Drive-strength map:
Bar = 50 um.
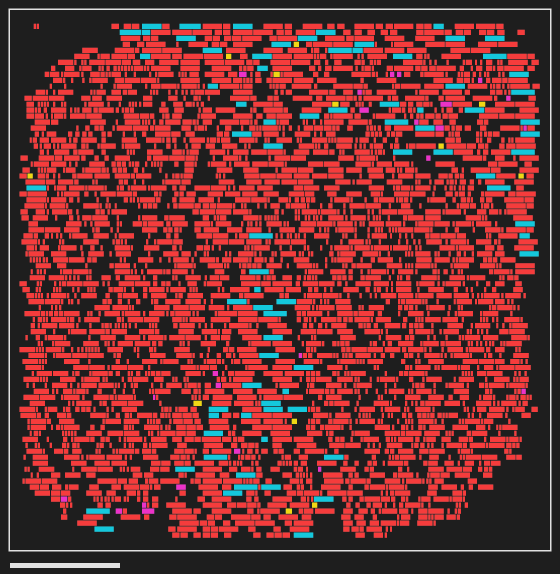
Metal 1:
Bar = 50 um. Supply wires on this layer in gray.
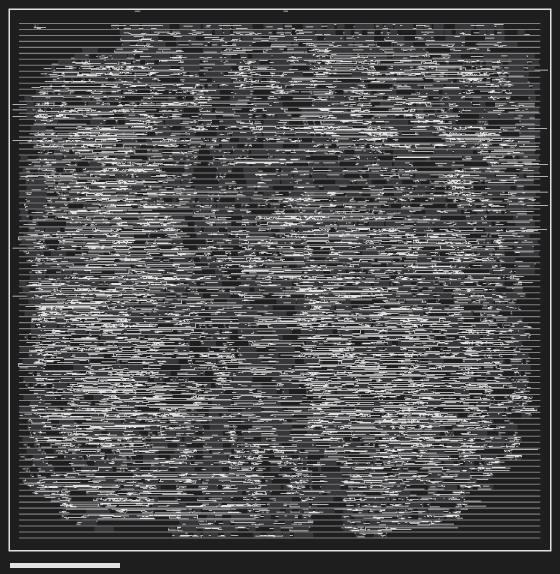
Routing congestion:
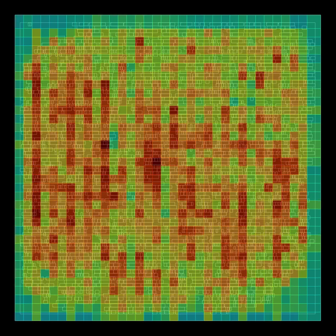
Met2 routing:
Bar = 50 um.
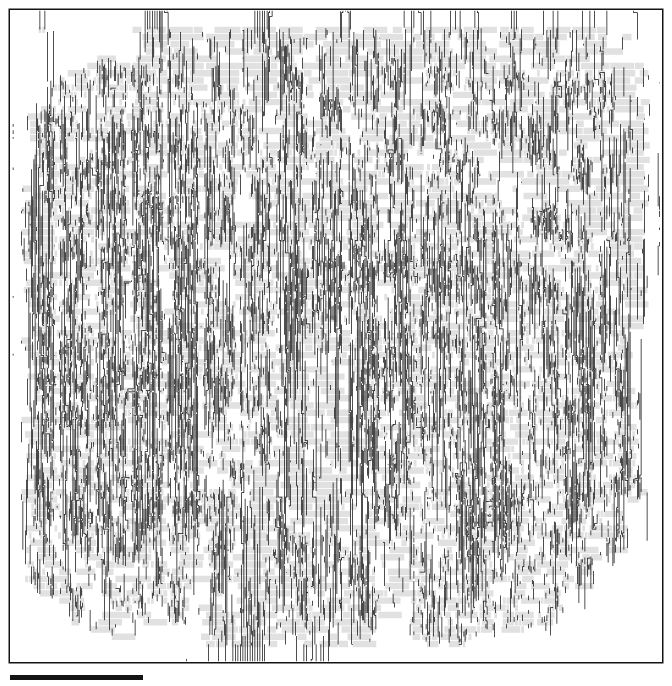
A small window of the routed layout:
Bar = 10 um. Window x 103 to 143, y 54 to 94 um. Cells in gray, sequential cells in the stronger gray; small squares are vias.
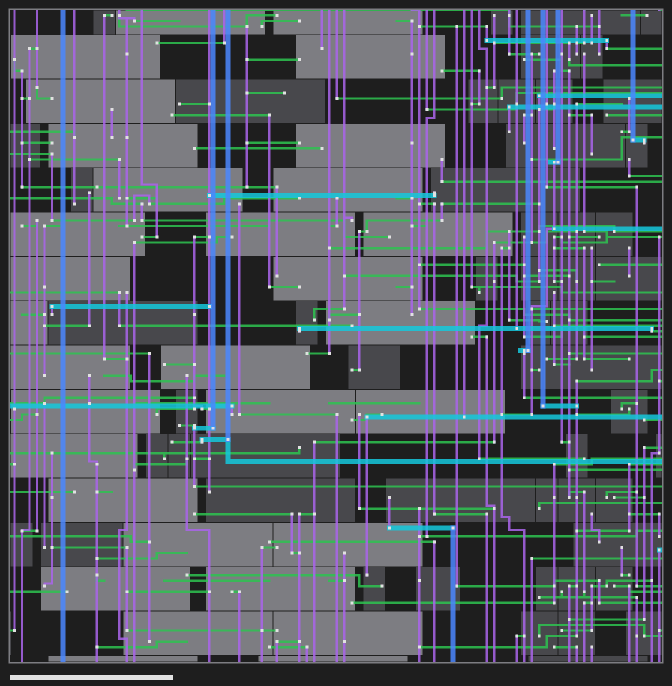
==> config.mk <==
export PLATFORM = sky130hd
export DESIGN_NAME = poly_eval_flat
export DESIGN_NICKNAME = d
export VERILOG_FILES = /design/src/rtl/poly_eval_if.sv /design/src/rtl/poly_eval.sv /design/src/flat_wrapper.sv
export SDC_FILE = /design/constraint.sdc
export NUM_CORES = 2
export LEC_CHECK = 0
export ABC_CLOCK_PERIOD_IN_PS = 10600
export CAP_MARGIN = 25
export CORE_MARGIN = 4
export CORE_UTILIZATION = 55
export CTS_CLUSTER_DIAMETER = 30
export CTS_CLUSTER_SIZE = 16
export DETAILED_ROUTE_END_ITERATION = 7
export GPL_TIMING_DRIVEN = 0
export HOLD_SLACK_MARGIN = 0.08
export PLACE_DENSITY_LB_ADDON = 0.08
export SLEW_MARGIN = 0
export SYNTH_ARGS = -nofsm -noshare
export SYNTH_HDL_FRONTEND = slang
export SYNTH_SLANG_ARGS = --single-unit
==> constraint.sdc <==
create_clock -name clk -period 10.6 [get_ports clk]
set_clock_uncertainty 0.2 [all_clocks]
set_input_delay 1.59 -clock clk [delete_from_list [all_inputs] [get_ports clk]]
set_output_delay 1.59 -clock clk [all_outputs]
set_load 0.005 [all_outputs]
==> src/rtl/poly_eval_if.sv <==
// Sample/coefficient bus into the Horner evaluator and the signed sample bus out of it.
// The master drives the segment-aligned sample and the ROM coefficients; the slave returns samples.
interface poly_eval_if #(
    parameter int X_W   = 18,
    parameter int C0_W  = 21,
    parameter int C12_W = 18,
    parameter int OUT_W = 22
);
    logic                    en;
    logic                    valid_in;
    logic                    sign_in;
    logic [X_W-1:0]          x_in;
    logic signed [C0_W-1:0]  coef0;
    logic signed [C12_W-1:0] coef1;
    logic signed [C12_W-1:0] coef2;
    logic                    valid_out;
    logic signed [OUT_W-1:0] y_out;

    modport master (
        output en, valid_in, sign_in, x_in, coef0, coef1, coef2,
        input  valid_out, y_out
    );

    modport slave (
        input  en, valid_in, sign_in, x_in, coef0, coef1, coef2,
        output valid_out, y_out
    );
endinterface

==> src/rtl/poly_eval.sv <==
// Piecewise-quadratic Horner evaluator y = (c2*x + c1)*x + c0 with sign apply; GRNG_ROUND_EN selects round-to-nearest shifts.
// Latency: 6 cycles from valid_in/x_in to valid_out/y_out (coefficients arrive 1 cycle after x from the registered ROM).
// Backpressure: none; free-running, one sample per clock, valid tag travels alongside the data.
module poly_eval #(
    parameter int X_W   = 18,
    parameter int C0_W  = 21,
    parameter int C12_W = 18,
    parameter int OUT_W = 22
) (
    input logic        clk,
    input logic        rst,
    poly_eval_if.slave bus
);

    localparam int P1_W = C12_W + X_W + 1;
    localparam int S1_W = C12_W + 1;
    localparam int P2_W = S1_W + X_W + 1;
    localparam int T2_W = C12_W + 2;

`ifdef GRNG_ROUND_EN
    localparam logic RND = 1'b1;
`else
    localparam logic RND = 1'b0;
`endif

    // Half-LSB bias ahead of the arithmetic shift gives round-to-nearest, ties toward +inf.
    localparam logic signed [P1_W-1:0] BIAS1 = P1_W'(RND) << (X_W - 1);
    localparam logic signed [P2_W-1:0] BIAS2 = P2_W'(RND) << (X_W - 1);

    localparam logic signed [OUT_W-1:0] Y_MIN = {1'b1, {(OUT_W-1){1'b0}}};
    localparam logic signed [OUT_W-1:0] Y_MAX = {1'b0, {(OUT_W-1){1'b1}}};

    logic [X_W-1:0]          x_a, x_1, x_2;
    logic                    sign_a, sign_1, sign_2, sign_3, sign_4;
    logic                    v_a, v_1, v_2, v_3, v_4, v_q;
    logic signed [C12_W-1:0] t1, coef1_d;
    logic signed [C0_W-1:0]  coef0_d1, coef0_d2, coef0_d3;
    logic signed [S1_W-1:0]  s1;
    logic signed [T2_W-1:0]  t2;
    logic signed [OUT_W-1:0] y4, y_q;

    logic signed [P1_W-1:0]  p1;
    logic signed [P2_W-1:0]  p2;
    logic signed [C12_W-1:0] t1_n;
    logic signed [S1_W-1:0]  s1_n;
    logic signed [T2_W-1:0]  t2_n;
    logic signed [OUT_W-1:0] y_n, y_neg;

    always_comb begin
        p1    = P1_W'(bus.coef2) * P1_W'($signed({1'b0, x_a}));
        t1_n  = C12_W'((p1 + BIAS1) >>> X_W);
        s1_n  = S1_W'(t1) + S1_W'(coef1_d);
        p2    = P2_W'(s1) * P2_W'($signed({1'b0, x_2}));
        t2_n  = T2_W'((p2 + BIAS2) >>> X_W);
        y_n   = OUT_W'(t2) + OUT_W'(coef0_d3);
        y_neg = (y4 == Y_MIN) ? Y_MAX : -y4;
    end

    always_ff @(posedge clk or posedge rst) begin
        if (rst) begin
            x_a      <= '0;
            sign_a   <= 1'b0;
            v_a      <= 1'b0;
            t1       <= '0;
            coef1_d  <= '0;
            coef0_d1 <= '0;
            x_1      <= '0;
            sign_1   <= 1'b0;
            v_1      <= 1'b0;
            s1       <= '0;
            coef0_d2 <= '0;
            x_2      <= '0;
            sign_2   <= 1'b0;
            v_2      <= 1'b0;
            t2       <= '0;
            coef0_d3 <= '0;
            sign_3   <= 1'b0;
            v_3      <= 1'b0;
            y4       <= '0;
            sign_4   <= 1'b0;
            v_4      <= 1'b0;
            y_q      <= '0;
            v_q      <= 1'b0;
        end else begin
            // Align x/sign/valid with the ROM's registered coefficient output.
            x_a      <= bus.x_in;
            sign_a   <= bus.sign_in;
            v_a      <= bus.valid_in & bus.en;

            t1       <= t1_n;
            coef1_d  <= bus.coef1;
            coef0_d1 <= bus.coef0;
            x_1      <= x_a;
            sign_1   <= sign_a;
            v_1      <= v_a;

            s1       <= s1_n;
            coef0_d2 <= coef0_d1;
            x_2      <= x_1;
            sign_2   <= sign_1;
            v_2      <= v_1;

            t2       <= t2_n;
            coef0_d3 <= coef0_d2;
            sign_3   <= sign_2;
            v_3      <= v_2;

            y4       <= y_n;
            sign_4   <= sign_3;
            v_4      <= v_3;

            y_q      <= sign_4 ? y_neg : y4;
            v_q      <= v_4;
        end
    end

    assign bus.valid_out = v_q;
    assign bus.y_out     = y_q;

endmodule
==> src/flat_wrapper.sv <==
// flat-port wrapper written by rule: the top's interface ports become plain ports
module poly_eval_flat 
#(
    parameter int X_W   = 18,
    parameter int C0_W  = 21,
    parameter int C12_W = 18,
    parameter int OUT_W = 22
)
  (clk, rst, bus_en, bus_valid_in, bus_sign_in, bus_x_in, bus_coef0, bus_coef1, bus_coef2, bus_valid_out, bus_y_out);
  poly_eval_if #(.X_W(X_W), .C0_W(C0_W), .C12_W(C12_W), .OUT_W(OUT_W)) bus_i ();
  input logic clk;
  input logic rst;
  input wire logic [$bits(bus_i.en)-1:0] bus_en;
  input wire logic [$bits(bus_i.valid_in)-1:0] bus_valid_in;
  input wire logic [$bits(bus_i.sign_in)-1:0] bus_sign_in;
  input wire logic [$bits(bus_i.x_in)-1:0] bus_x_in;
  input wire logic [$bits(bus_i.coef0)-1:0] bus_coef0;
  input wire logic [$bits(bus_i.coef1)-1:0] bus_coef1;
  input wire logic [$bits(bus_i.coef2)-1:0] bus_coef2;
  output wire logic [$bits(bus_i.valid_out)-1:0] bus_valid_out;
  output wire logic [$bits(bus_i.y_out)-1:0] bus_y_out;
  assign bus_i.en = bus_en;
  assign bus_i.valid_in = bus_valid_in;
  assign bus_i.sign_in = bus_sign_in;
  assign bus_i.x_in = bus_x_in;
  assign bus_i.coef0 = bus_coef0;
  assign bus_i.coef1 = bus_coef1;
  assign bus_i.coef2 = bus_coef2;
  assign bus_valid_out = bus_i.valid_out;
  assign bus_y_out = bus_i.y_out;
  poly_eval #(.X_W(X_W), .C0_W(C0_W), .C12_W(C12_W), .OUT_W(OUT_W)) u_core (.clk(clk), .rst(rst), .bus(bus_i));
endmodule
==> run_results.csv <==
group,metric,value,unit
floorplanning,die_x,245,um
final_layout,comb-cell-share,62.1,%
run_status,status,"finished, final reports clean",
final_layout,layout-drive-gt1-share,3.47,%
final_layout,regArea,6180,um2
global_route,grtUsageTotal,26.3,%
critical_path,r2r-end,"u_core.t2[19]$_DFF_PP0_",
critical_path,path_buffers,5,
routing,drtIter0Drc,1209,
yosys,ys_sh_adder,49.5,%
clocking,cts_made_buffers,50,
yosys,top_cell,"inv_1",
clocking,cts_hold_buf,0,
hold_path,holdPathEnd,"u_core.x_2[9]$_DFF_PP0_",
critical_path,required,10890,ps
floorplanning,rows,86,
clocking,cts_tree,"yes",
global_route,grt_first_pass_wirelength,124,mm
final_layout,final-clk-cell-share,5.38,%
final_layout,finish.utilization,62.9,%
routing,routed_via_density,5.16,
critical_path,cp_max_fo,10,
floorplanning,ios,103,
yosys,ys.flops,247,
global_route,gr-total-overflow,0,
clocking,clkLatencyLatePin,580,ps
yosys,top_area_share,39.0,%
clocking,clk_pin_slew,50,ps
critical_path,crit_type,"in -> reg",
clocking,clk_path_buf_depth,3,
place,dp_cells,3937,
critical_path,r2r_slack,2570,ps
final_layout,final-comb-area,21700,um2
place,portBuffers,99,
clocking,cts_sinks,247,
floorplanning,initial_core_util,56.0,%
routing,drt_pre_antenna_iters,5,
global_route,grt_antenna_before_repair,0,
critical_path,r2r_cells,23,
yosys,synth_area,31000,um2
routing,drc,0,
final_timing,fin_worst_hold_slack,121,ps
final_timing,tns,0,ps
critical_path,start_kind,"input pin",
hold_path,hold_path_depth,0,
yosys,common_cells,"inv_1, fa_1, nand2_1",
final_timing,slew_headroom,42.2,%
flow_run,cap_violations,0,
clocking,cts_resized,0,
critical_path,crit_family,"adder cells",
final_layout,seq-cell-share,17.7,%
final_timing,tightest_slew,862,ps
critical_path,cp_slowest_cell,"clkdlybuf4s50_1",
yosys,synth_top_cell_by_area,"fa_1",
final_timing,setup_viol,0,
critical_path,crit_end,"u_core.t1[14]$_DFF_PP0_",
routing,ant_nets,0,
final_layout,ff_count,247,
final_timing,maxSlewViolCount,0,
place,pre_cts_slack,1440,ps
critical_path,end_kind,"flip-flop",
critical_path,crit_top_cell,"fa_1",
Back to the opening pictures, 'drive-strength map':
| color | size | cells |
|---|---|---|
| yellow | drive 3 to 4 | 12 |
| magenta | drive 2 | 24 |
| red | drive 1 or less | 3169 |
| cyan | drive 6 and up | 78 |
cell area after layout: 34900 um2
setup ws final: 1980 ps
synth-to-layout area growth: 12.5%
bufs w/o clock: 189

Back to the opening pictures, 'metal 1':
main direction: horizontal
share of all routed wire: 40%
longest straight run: 41.4 um
nets with wire on the layer: 3882
wire length on this layer: 29.4 mm

Back to the opening pictures, 'routing congestion':
met2 Usage GRT: 47.6%
met1 usage: 33.3%
layer carrying the most global-route usage: met2
GR Util met3: 3.39%
WL/cell: 18.4 um

Back to the opening pictures, 'met2 routing':
nets with wire on the layer: 3599
wire length on this layer: 38.7 mm

Back to the opening pictures, 'a small window of the routed layout':
| color | layer |
|---|---|
| cyan | met3 |
| blue | met4 |
| green | met1 |
| purple | met2 |
cells with their middle in the window: 79
sequential cells in the window: 28
most frequent: dfrtp_1 (28), and2_1 (17), clkbuf_1 (14)
netlist names of flops here include: `u_core.x_2` (9), `u_core.s1` (7), `u_core.t1` (7)

[logic make-up (layout without fill, tap and decap cells)]
logic type,Yosys count,in the layout
XOR/XNOR,89,89
flip-flops,247,247
AND-OR/OR-AND,170,170
buffers and inverters,846,1041
adder cells (fa/ha/maj),865,865
multiplexers,1,1
AND/OR/NAND/NOR,870,870
[routing by layer]
metal	vias up	track usage, %	routed length, um
met3	149	3.39	3840
met1	10700	33.3	29400
li1	9383	-	-
met5	-	0	0
met2	580	47.6	38700
met4	0	7.86	2390
